**config.mk**
```make
export PLATFORM = sky130hd
export DESIGN_NAME = temp_sensor_reader
export DESIGN_NICKNAME = d
export VERILOG_FILES = /design/src/rtl/temp_sensor_reader.sv
export SDC_FILE = /design/constraint.sdc
export NUM_CORES = 1
export LEC_CHECK = 0
export ABC_AREA = 0
export ABC_CLOCK_PERIOD_IN_PS = 6470
export CAP_MARGIN = 20
export CORE_MARGIN = 5
export CORE_UTILIZATION = 55
export CTS_BUF_LIST = sky130_fd_sc_hd__clkbuf_4
export DETAILED_ROUTE_END_ITERATION = 6
export GPL_TIMING_DRIVEN = 0
export PLACE_DENSITY = 0.84
export RECOVER_POWER = 25
export SKIP_LAST_GASP = 1
export SYNTH_ARGS = -nofsm -noshare
export SYNTH_HDL_FRONTEND = slang
export SYNTH_SLANG_ARGS = --single-unit
```
**constraint.sdc**
```tcl
create_clock -name clk -period 6.47 [get_ports clk]
set_input_delay 1.294 -clock clk [delete_from_list [all_inputs] [get_ports clk]]
set_output_delay 1.294 -clock clk [all_outputs]
set_load 0.03 [all_outputs]
```
**src/rtl/temp_sensor_reader.sv**
```systemverilog
// temp_sensor_reader: periodic 2-byte temperature read over the I2C master,
// converted to sign, three BCD digits and a half-degree flag for the display.
module temp_sensor_reader #(
    parameter logic [6:0] SENSOR_ADDR = 7'h48,
    parameter int         SAMPLE_DIV  = 25000000,
    parameter int         TIMEOUT_CYC = 100000
) (
    input  logic        clk,
    input  logic        reset_n,
    output logic        i2c_ena,
    output logic [6:0]  i2c_addr,
    output logic        i2c_rw,
    input  logic        i2c_busy,
    input  logic [7:0]  i2c_data_rd,
    input  logic        i2c_ack_err,
    output logic [15:0] temp_raw,
    output logic        neg,
    output logic [3:0]  bcd_hund,
    output logic [3:0]  bcd_tens,
    output logic [3:0]  bcd_ones,
    output logic        half,
    output logic        valid,
    output logic        err
);
    localparam int PW = $clog2(SAMPLE_DIV);
    localparam int TW = $clog2(TIMEOUT_CYC + 1);

    typedef enum logic [2:0] {
        S_WAIT, S_REQ, S_BYTE1, S_CHAIN, S_BYTE2, S_CONV, S_DONE
    } state_t;

    state_t         state_q, state_d;
    logic [PW-1:0]  per_q, per_d;
    logic [TW-1:0]  tmo_q, tmo_d;
    logic           busy_q;
    logic [7:0]     msb_q, msb_d, lsb_q, lsb_d, bin_q, bin_d;
    logic [11:0]    bcd_q, bcd_d, adj;
    logic [2:0]     sh_q, sh_d;
    logic [15:0]    raw_q, raw_d;
    logic           neg_q, neg_d, half_q, half_d, valid_q, valid_d, err_q, err_d;
    logic [3:0]     hund_q, hund_d, tens_q, tens_d, ones_q, ones_d;
    logic           rise, fall, tc, timeout, active, abort;

    function automatic logic [3:0] dab(input logic [3:0] d);
        return (d >= 4'd5) ? d + 4'd3 : d;
    endfunction

    always_comb begin
        rise    = i2c_busy & ~busy_q;
        fall    = ~i2c_busy & busy_q;
        tc      = per_q == PW'(SAMPLE_DIV - 1);
        per_d   = tc ? '0 : per_q + 1'b1;
        timeout = tmo_q == TW'(TIMEOUT_CYC - 1);
        active  = state_q inside {S_REQ, S_BYTE1, S_CHAIN, S_BYTE2};
        abort   = active && ((fall && i2c_ack_err) || timeout);
        adj     = {dab(bcd_q[11:8]), dab(bcd_q[7:4]), dab(bcd_q[3:0])};
        state_d = state_q;
        msb_d   = msb_q;
        lsb_d   = lsb_q;
        bin_d   = bin_q;
        bcd_d   = bcd_q;
        sh_d    = sh_q;
        raw_d   = raw_q;
        neg_d   = neg_q;
        half_d  = half_q;
        hund_d  = hund_q;
        tens_d  = tens_q;
        ones_d  = ones_q;
        err_d   = err_q;
        valid_d = 1'b0;
        if (abort) begin
            state_d = S_WAIT;
            err_d   = 1'b1;
        end else begin
            unique case (state_q)
                S_WAIT:  state_d = tc ? S_REQ : S_WAIT;
                S_REQ:   state_d = rise ? S_BYTE1 : S_REQ;
                S_BYTE1: begin
                    msb_d   = fall ? i2c_data_rd : msb_q;
                    state_d = fall ? S_CHAIN : S_BYTE1;
                end
                S_CHAIN: state_d = rise ? S_BYTE2 : S_CHAIN;
                S_BYTE2: if (fall) begin
                    lsb_d   = i2c_data_rd;
                    bin_d   = msb_q[7] ? ~msb_q + 8'd1 : msb_q;
                    bcd_d   = '0;
                    sh_d    = '0;
                    state_d = S_CONV;
                end
                S_CONV: begin
                    {bcd_d, bin_d} = {adj, bin_q} << 1;
                    sh_d    = sh_q + 3'd1;
                    state_d = (sh_q == 3'd7) ? S_DONE : S_CONV;
                end
                S_DONE: begin
                    hund_d  = bcd_q[11:8];
                    tens_d  = bcd_q[7:4];
                    ones_d  = bcd_q[3:0];
                    neg_d   = msb_q[7];
                    half_d  = lsb_q[7];
                    raw_d   = {msb_q, lsb_q};
                    err_d   = 1'b0;
                    valid_d = 1'b1;
                    state_d = S_WAIT;
                end
                default: state_d = S_WAIT;
            endcase
        end
        // Timeout window restarts on every state entry and every busy edge
        tmo_d = (state_d != state_q || rise || fall) ? '0 : tmo_q + 1'b1;
    end

    always_ff @(posedge clk or negedge reset_n) begin
        if (!reset_n) begin
            state_q <= S_WAIT;
            per_q   <= '0;
            tmo_q   <= '0;
            busy_q  <= 1'b0;
            msb_q   <= '0;
            lsb_q   <= '0;
            bin_q   <= '0;
            bcd_q   <= '0;
            sh_q    <= '0;
            raw_q   <= '0;
            neg_q   <= 1'b0;
            half_q  <= 1'b0;
            hund_q  <= '0;
            tens_q  <= '0;
            ones_q  <= '0;
            valid_q <= 1'b0;
            err_q   <= 1'b0;
        end else begin
            state_q <= state_d;
            per_q   <= per_d;
            tmo_q   <= tmo_d;
            busy_q  <= i2c_busy;
            msb_q   <= msb_d;
            lsb_q   <= lsb_d;
            bin_q   <= bin_d;
            bcd_q   <= bcd_d;
            sh_q    <= sh_d;
            raw_q   <= raw_d;
            neg_q   <= neg_d;
            half_q  <= half_d;
            hund_q  <= hund_d;
            tens_q  <= tens_d;
            ones_q  <= ones_d;
            valid_q <= valid_d;
            err_q   <= err_d;
        end
    end

    assign i2c_ena  = state_q inside {S_REQ, S_BYTE1, S_CHAIN};
    assign i2c_addr = SENSOR_ADDR;
    assign i2c_rw   = 1'b1;
    assign temp_raw = raw_q;
    assign neg      = neg_q;
    assign bcd_hund = hund_q;
    assign bcd_tens = tens_q;
    assign bcd_ones = ones_q;
    assign half     = half_q;
    assign valid    = valid_q;
    assign err      = err_q;
endmodule

```
Figure 1. Met3 routing (run 1).
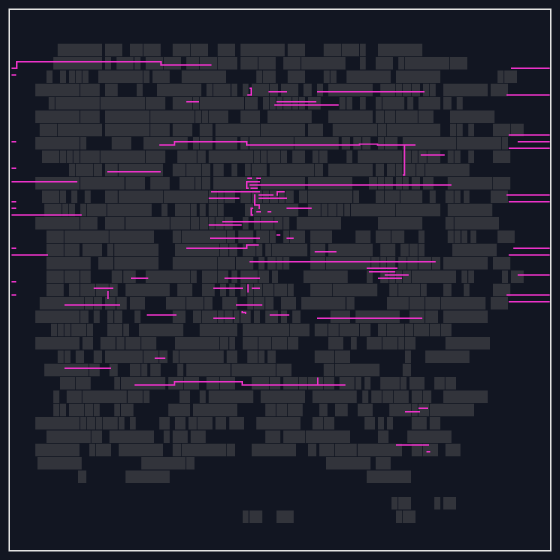
62 nets have wire on it. The wires run mostly horizontal.

Figure 2. Gate-type map (run 1).
Bar = 20 µm.
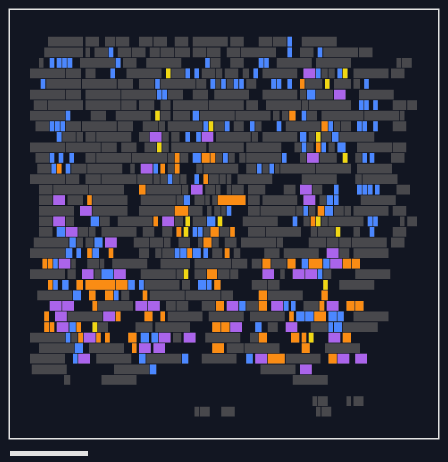
xor and xnor cells: drawn in purple, cells 46, most used xor2_1. nand cells: drawn in blue, cells 133, most used nand2_1. nor cells: drawn in orange, cells 74, most used nor2_1. inv cells: drawn in yellow, cells 17, most used inv_1.
Comb area share: 0.373
Post-Layout Cell Count: 759
most instantiated logic cell after routing: dfrtp_1

Figure 3. Clock network drawn from the DEF (run 1).
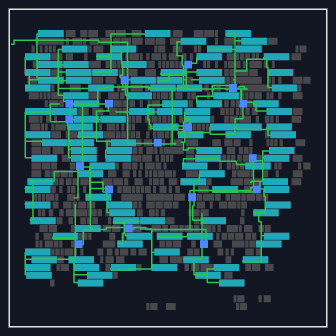
clock wires: drawn in green, length 1320 µm. flip-flops: drawn in cyan, count 115. clock-net drivers: drawn in blue, count 17.
Position of the flops: spread over the die.

Figure 4. Cell sizes after repair (run 1).
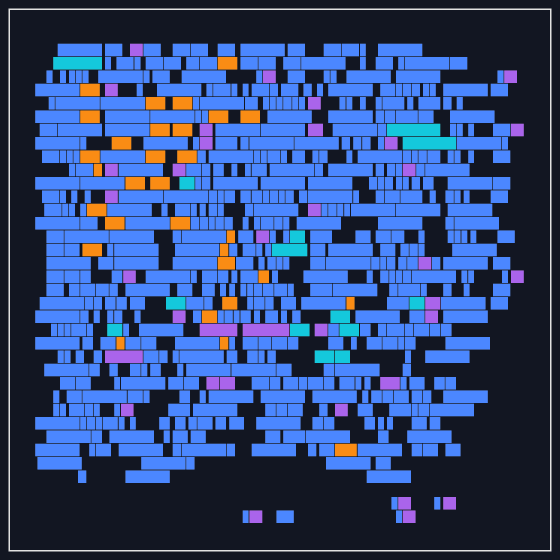
x2: drawn in orange, cells 30, share 4.8%. x1 and smaller: drawn in blue, cells 547, share 87%. x6 and larger: drawn in cyan, cells 14, share 2.2%. x3 and x4: drawn in purple, cells 35, share 5.6%.
Final Instance Area: 6450 µm²
fin worst setup slack: 3.02 ns
area grow syn2layout: 16.9%

[run 1: cells in the final DEF (no fill, tap or decap), types with 2 or more instances in the layout]
cell type	instances
clkbuf_1	14
a211oi_1	2
inv_8	2
o31ai_1	6
nand2_1	93
nor2b_1	5
nor4b_1	3
o21ai_2	2
dfrtp_1	115
nor2_1	35
clkbuf_4	17
mux2_2	19
a31oi_1	2
conb_1	8
xor2_1	31
nand3_1	22
buf_6	3
nand2b_1	6
xnor2_1	15
inv_1	17
nand4_1	10
a22o_1	5
clkinv_4	3
buf_4	10
clkinv_2	2
bufinv_16	2
nor4_1	17
clkdlybuf4s50_1	42
nor3_1	8
ha_1	11
inv_6	5
and3_1	8
a21o_1	2
buf_2	4
o21ai_0	37
a21oi_1	16
[run 1: cell type report]
cell class | count | area, µm² | share of cell area
clock inverters | 15 | 170 | 0.0264
flip-flops and latches | 115 | 2880 | 0.446
inverters | 17 | 63.8 | 0.00989
well taps | 133 | 166 | 0.0258
multi-input cells | 386 | 2400 | 0.373
clock buffers | 17 | 128 | 0.0198
plain buffers | 31 | 181 | 0.0281
repair buffers | 45 | 462 | 0.0716
[run 1: where the power goes]
| group | switching, µW | leakage, µW | internal, µW | total (µW) |
|---|---|---|---|---|
| Combinational | 747 | 0.00130 | 487 | 1230 |
| Sequential | 140 | 0.00152 | 909 | 1050 |
| Clock | 306 | 0.000162 | 240 | 547 |
| Total | 1190 | 0.00298 | 1640 | 2830 |
[run 1: worst max path at each step]
stage                            to  slack [ns]  depth (start not counted)
after floorplan           tmo_q[10]        3.78                          7
after global placement    tmo_q[11]       -0.11                          1
after detailed placement   tmo_q[9]        2.96                          8
after CTS                   i2c_ena        3.00                          4
after global routing       bin_q[6]        2.42                          1
final                     per_q[10]        3.02                          1
[run 1: cell usage after synthesis, types with 13 or more instances]
cell type and count:
a21oi_1 16, dfrtp_1 115, xnor2_1 15, inv_1 17
xor2_1 31, mux2_2 19, clkbuf_1 13, nor2_1 35
nand3_1 21, nor4_1 17, o21ai_0 37, nand2_1 93
[run 1: per-layer routing]
layer | up-vias | GRT usage | wire length (µm)
met2 | 128 | 0.338 | 5750
met4 | 0 | 0.0809 | 183
met3 | 24 | 0.0524 | 634
li1 | 2012 | - | -
met1 | 2009 | 0.272 | 4850
met5 | - | 0 | 0
[run 1: per-stage QoR]
stage	setup TNS, ns	hold slack, ns
after floorplan	0	0.435
after global routing	0	0.506
final	0	0.479
after detailed placement	0	0.455
after global placement	-11.75	0.446
after CTS	0	0.482
[run 1: state kept, by name (all words and copies together) (netlist names), 3 cells and up]
name	count
bin_q	8
state_q	3
bcd_hund	4
per_q	25
tmo_q	17
bcd_tens	4
lsb_q	8
msb_q	8
bcd_q	12
temp_raw	16
sh_q	3
bcd_ones	4
[run 1: cell families after synthesis]
group                      count (synthesis)  share of synthesized area
AOI/OAI and AO/OA                         81                     0.0950
xor gates and xnor gates                  46                     0.0730
adders and majority gates                 11                     0.0249
buffers and inverters                     48                     0.0444
DFF                                      115                      0.522
muxes                                     19                     0.0388
other                                      2                    0.00136
and+or+nand+nor                          221                      0.201
==> qor.txt, run 1 <==
Mean post-synth cell area: 10.2 µm²
Slew HR: -1.02
CTS Buffer Depth: 2
Yosys cell count: 543
Worst ir drop on vdd: 0.229 mV
Max-cap violations: 1
CTS buffer count: 17
Clock H-tree levels: 4
Clock Sinks: 115
Post-CTS Setup Inserts: 0
Number of antenna-violating nets in the routed design: 0
Crit share post-route: 0.534
Core footprint: 9770 µm²
Skew-Pair Late Insertion Delay: 0.52 ns
CP startpoint kind: input port
Main flop type: dfrtp_1
CP peak stage delay: 2.10 ns
Global route overflow: 0
# fillers: 745
Clock slew at reported path FFs: 0.11 ns
Top delay family on crit path: buffers and inverters
CTS tree: yes
Clock skew: 0.0207 ns
Nets@finish: 636
Root buf cell: clkbuf_4
Area of placed instances: 6170 µm²
Reg2reg path depth: 7
Synth async-reset ratio: 1.00
Io pins: 53
Status: finished, violations left
Mapped Area: 5520 µm²
Tot GR Track Use: 0.209
Die height: 110 µm
Fin util: 0.660
Hold Vio Cnt, Final: 0
DR pass1 iterations: 6
Via/cell ratio: 5.50
Initial antenna violation count: 0
Biggest area cells: dfrtp_1 52%, nand2_1 6.3%, xor2_1 4.9%
Global-route wire length before repair: 19.8 mm
GPL Wtd Cong: 0.907
Post-synth EDFFs: 0
Crit-path cells: clkbuf_1
Port Buf Inserts: 44
Hold-fix buffers, CTS: 0
Vias in the first global route: 4244
WL final: 11.4 mm
Violated checks: capacitance limit, slew limit
Worst-Margin Slew: 3.03 ns
Synth warnings: 0
DRC: 0
Hold Path Class: reg2reg
Floorplan core density: 0.565
DR WL/cell: 15.1 µm
Final Max Tran Viols: 57
Cells after Synth: 543
Worst EP required: 6.44 ns
Sequential fraction of the synthesis area: 0.522
RSZ-0062 raised after global routing: no
Post-cts sizing count: 0
Hold Startpoint: per_q[4]
Largest net degree at the start of global routing: 60
Crit-path max FO: 57
Worst r2r src: per_q[0]
Total number of vias: 4173
Worst Path Buf+Inv: 1
Worst path slowest cell: clkbuf_1
==> run 2, diff against run 1 <==
--- a/config.mk
+++ b/config.mk
@@ -6,7 +6,7 @@
 export NUM_CORES = 1
 export LEC_CHECK = 0
 export ABC_AREA = 0
-export ABC_CLOCK_PERIOD_IN_PS = 6470
+export ABC_CLOCK_PERIOD_IN_PS = 3470
 export CAP_MARGIN = 20
 export CORE_MARGIN = 5
 export CORE_UTILIZATION = 55
==> constraint.sdc (replaced) <==
create_clock -name clk -period 3.47 [get_ports clk]
set_input_delay 0.694 -clock clk [delete_from_list [all_inputs] [get_ports clk]]
set_output_delay 0.694 -clock clk [all_outputs]
set_load 0.03 [all_outputs]
Figure 5. Gate-type map (run 2).
Bar = 20 µm.
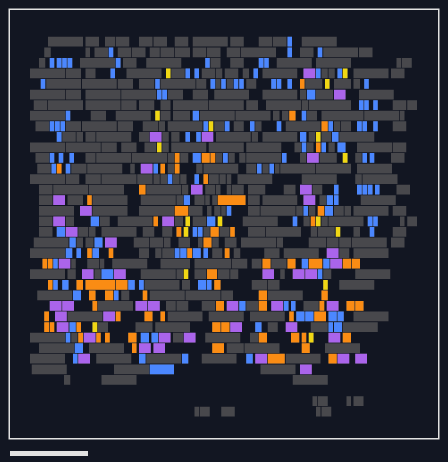
inv cells: drawn in yellow, cells 17, most used inv_1. nor cells: drawn in orange, cells 74, most used nor2_1. xor and xnor cells: drawn in purple, cells 46, most used xor2_1. nand cells: drawn in blue, cells 133, most used nand2_1.

==> run 2 against run 1 <==
Net effect:
- the run now ends clean
- hold slack got worse by 0.033 ns
- synthesized cell count unchanged
- global-route usage unchanged
- die area unchanged
- design area down 0.12%
- core utilization down 0.077 points
- via count rose by 0.43%
==> qor.txt, run 2 <==
Comb area leader: simple AND/OR/NAND/NOR gates (unchanged)
Clock slew at reported path FFs: 0.12 ns (was 0.11 ns)
Largest register FFs: 25 (unchanged)
Port Buf Inserts: 44 (unchanged)
Global route overflow: 0 (unchanged)
Total number of vias: 4191 (was 4173)
Area grow syn2layout: 16.8% (was 16.9%)
Nets@finish: 636 (unchanged)
Reg2reg path depth: 8 (was 7)
Post-cts sizing count: 0 (unchanged)
CTS Buffer Depth: 2 (unchanged)
Io pins: 53 (unchanged)
FF/Latch Area: 2880 µm² (unchanged)
Max-cap violations: 0 (was 1)
Basic Gates by Area: 0.201 (unchanged)
Mean post-synth cell area: 10.2 µm² (unchanged)
Commonest cells in the synthesized netlist: 115 x dfrtp_1, 93 x nand2_1, 37 x o21ai_0, 35 x nor2_1, 31 x xor2_1 (unchanged)
DRC: 0 (unchanged)
DR pass1 iterations: 5 (was 6)
Clock H-tree levels: 4 (unchanged)
RSZ-0062 raised after global routing: no (unchanged)
Vias in the first global route: 4244 (unchanged)
Tot GR Track Use: 0.209 (unchanged)
Final Max Tran Viols: 0 (was 57)
Clock Sinks: 115 (unchanged)
Ao+oa area frac: 0.0950 (unchanged)
Worst EP required: 2.78 ns (was 6.44 ns)
# fillers: 744 (was 745)
Crit-path cells: buf_2, clkbuf_1, nor2_1, clkdlybuf4s50_1 (was clkbuf_1)
Reg with most FFs: per_q (unchanged)
CP startpoint kind: flop (was input port)
Most instantiated logic cell after routing: dfrtp_1 (unchanged)
Crit-path max FO: 10 (was 57)
Post-CTS Setup Inserts: 0 (unchanged)
Cells after Synth: 543 (unchanged)
Setup TNS Final: 0 ns (unchanged)
Hold Vio Cnt, Final: 0 (unchanged)
Die height: 110 µm (unchanged)
Most frequent cells in the layout: 115 x dfrtp_1, 93 x nand2_1, 42 x clkdlybuf4s50_1, 37 x o21ai_0, 35 x nor2_1 (unchanged)
Hold Path Class: in2async (was reg2reg)
Status: finished clean (was finished, violations left)
Largest net degree at the start of global routing: 60 (unchanged)
XOR/XNOR Area Share: 0.0730 (unchanged)
Number of antenna-violating nets in the routed design: 0 (unchanged)
Worst-Margin Slew: 1.40 ns (was 3.03 ns)
CP peak stage delay: 0.70 ns (was 2.10 ns)
Gate Area: 2420 µm² (was 2400 µm²)
Core footprint: 9770 µm² (unchanged)
Initial antenna violation count: 0 (unchanged)
Global-route wire length before repair: 19.8 mm (unchanged)
Clock skew: 0.0191 ns (was 0.0207 ns)
FA/HA/MAJ Cells, Area Fraction: 0.0249 (unchanged)
Sequential fraction of the synthesis area: 0.522 (unchanged)
Via/cell ratio: 5.52 (was 5.50)
Hold-fix buffers, CTS: 0 (unchanged)
-- run 2: cell counts after synthesis --
No cell type changed its count.
-- run 2: per-stage QoR --
step	std cells	utilization	cell area (µm²)	power, µW	setup slack [ns]
after floorplan	549	-	5540	3530	1.38
after global placement	726	0.629	6150	4150	-2.51
after detailed placement	727	0.631	6170	4260	0.559
after CTS	759	0.662	6470	5290	0.596
after global routing	759	0.659	6440	5630	0.446
final	759	0.659	6440	5270	0.623
-- run 2: cell type report --
class / instances / area share
repair buffers: 45 / 0.0683
clock buffers: 17 / 0.0198
clock inverters: 15 / 0.0264
inverters: 17 / 0.00990
plain buffers: 31 / 0.0281
flip-flops and latches: 115 / 0.447
multi-input cells: 386 / 0.375
well taps: 133 / 0.0258
-- run 2: cells by family (layout without fill, tap and decap cells) --
| family | Yosys count | count (layout) |
|---|---|---|
| xor gates and xnor gates | 46 | 46 |
| and+or+nand+nor | 221 | 221 |
| other | 2 | 8 |
| DFF | 115 | 115 |
| adders and majority gates | 11 | 11 |
| muxes | 19 | 19 |
| AOI/OAI and AO/OA | 81 | 81 |
| buffers and inverters | 48 | 125 |
-- run 2: critical path: cells and delay by family (launching register included) --
family                 cells  cell delay, ns
and+or+nand+nor            1            0.20
buffers and inverters      3            1.08
DFF                        1            0.36
-- run 2: how the worst max path moves through the flow --
| stage | start | to | slack (ns) |
|---|---|---|---|
| 3_3_place_gp | reset_n | tmo_q[11] | -2.51 |
| 3_5_place_dp | i2c_busy | tmo_q[9] | 0.56 |
| 5_1_grt | reset_n | state_q[2] | 0.45 |
| 4_1_cts | state_q[2] | i2c_ena | 0.60 |
| 6_report | state_q[2] | i2c_ena | 0.62 |
| 2_1_floorplan | i2c_busy | tmo_q[10] | 1.38 |
-- run 2: metal layers --
| layer | part of all wire | up-vias | global-route usage | wire (µm) |
|---|---|---|---|---|
| met3 | 0.060 | 21 | 0.0524 | 686 |
| met1 | 0.42 | 2031 | 0.272 | 4760 |
| met5 | 0 | - | 0 | 0 |
| li1 | - | 2012 | - | - |
| met4 | 0.014 | 0 | 0.0809 | 165 |
| met2 | 0.51 | 127 | 0.338 | 5780 |
-- run 2: report_power, final --
group | switching (µW) | internal (µW) | total [µW] | leakage, µW
Combinational | 1390 | 905 | 2300 | 0.00129
Clock | 569 | 448 | 1020 | 0.000162
Sequential | 260 | 1700 | 1960 | 0.00152
Power figures rest on the tool's default switching activity, not on a simulated workload.
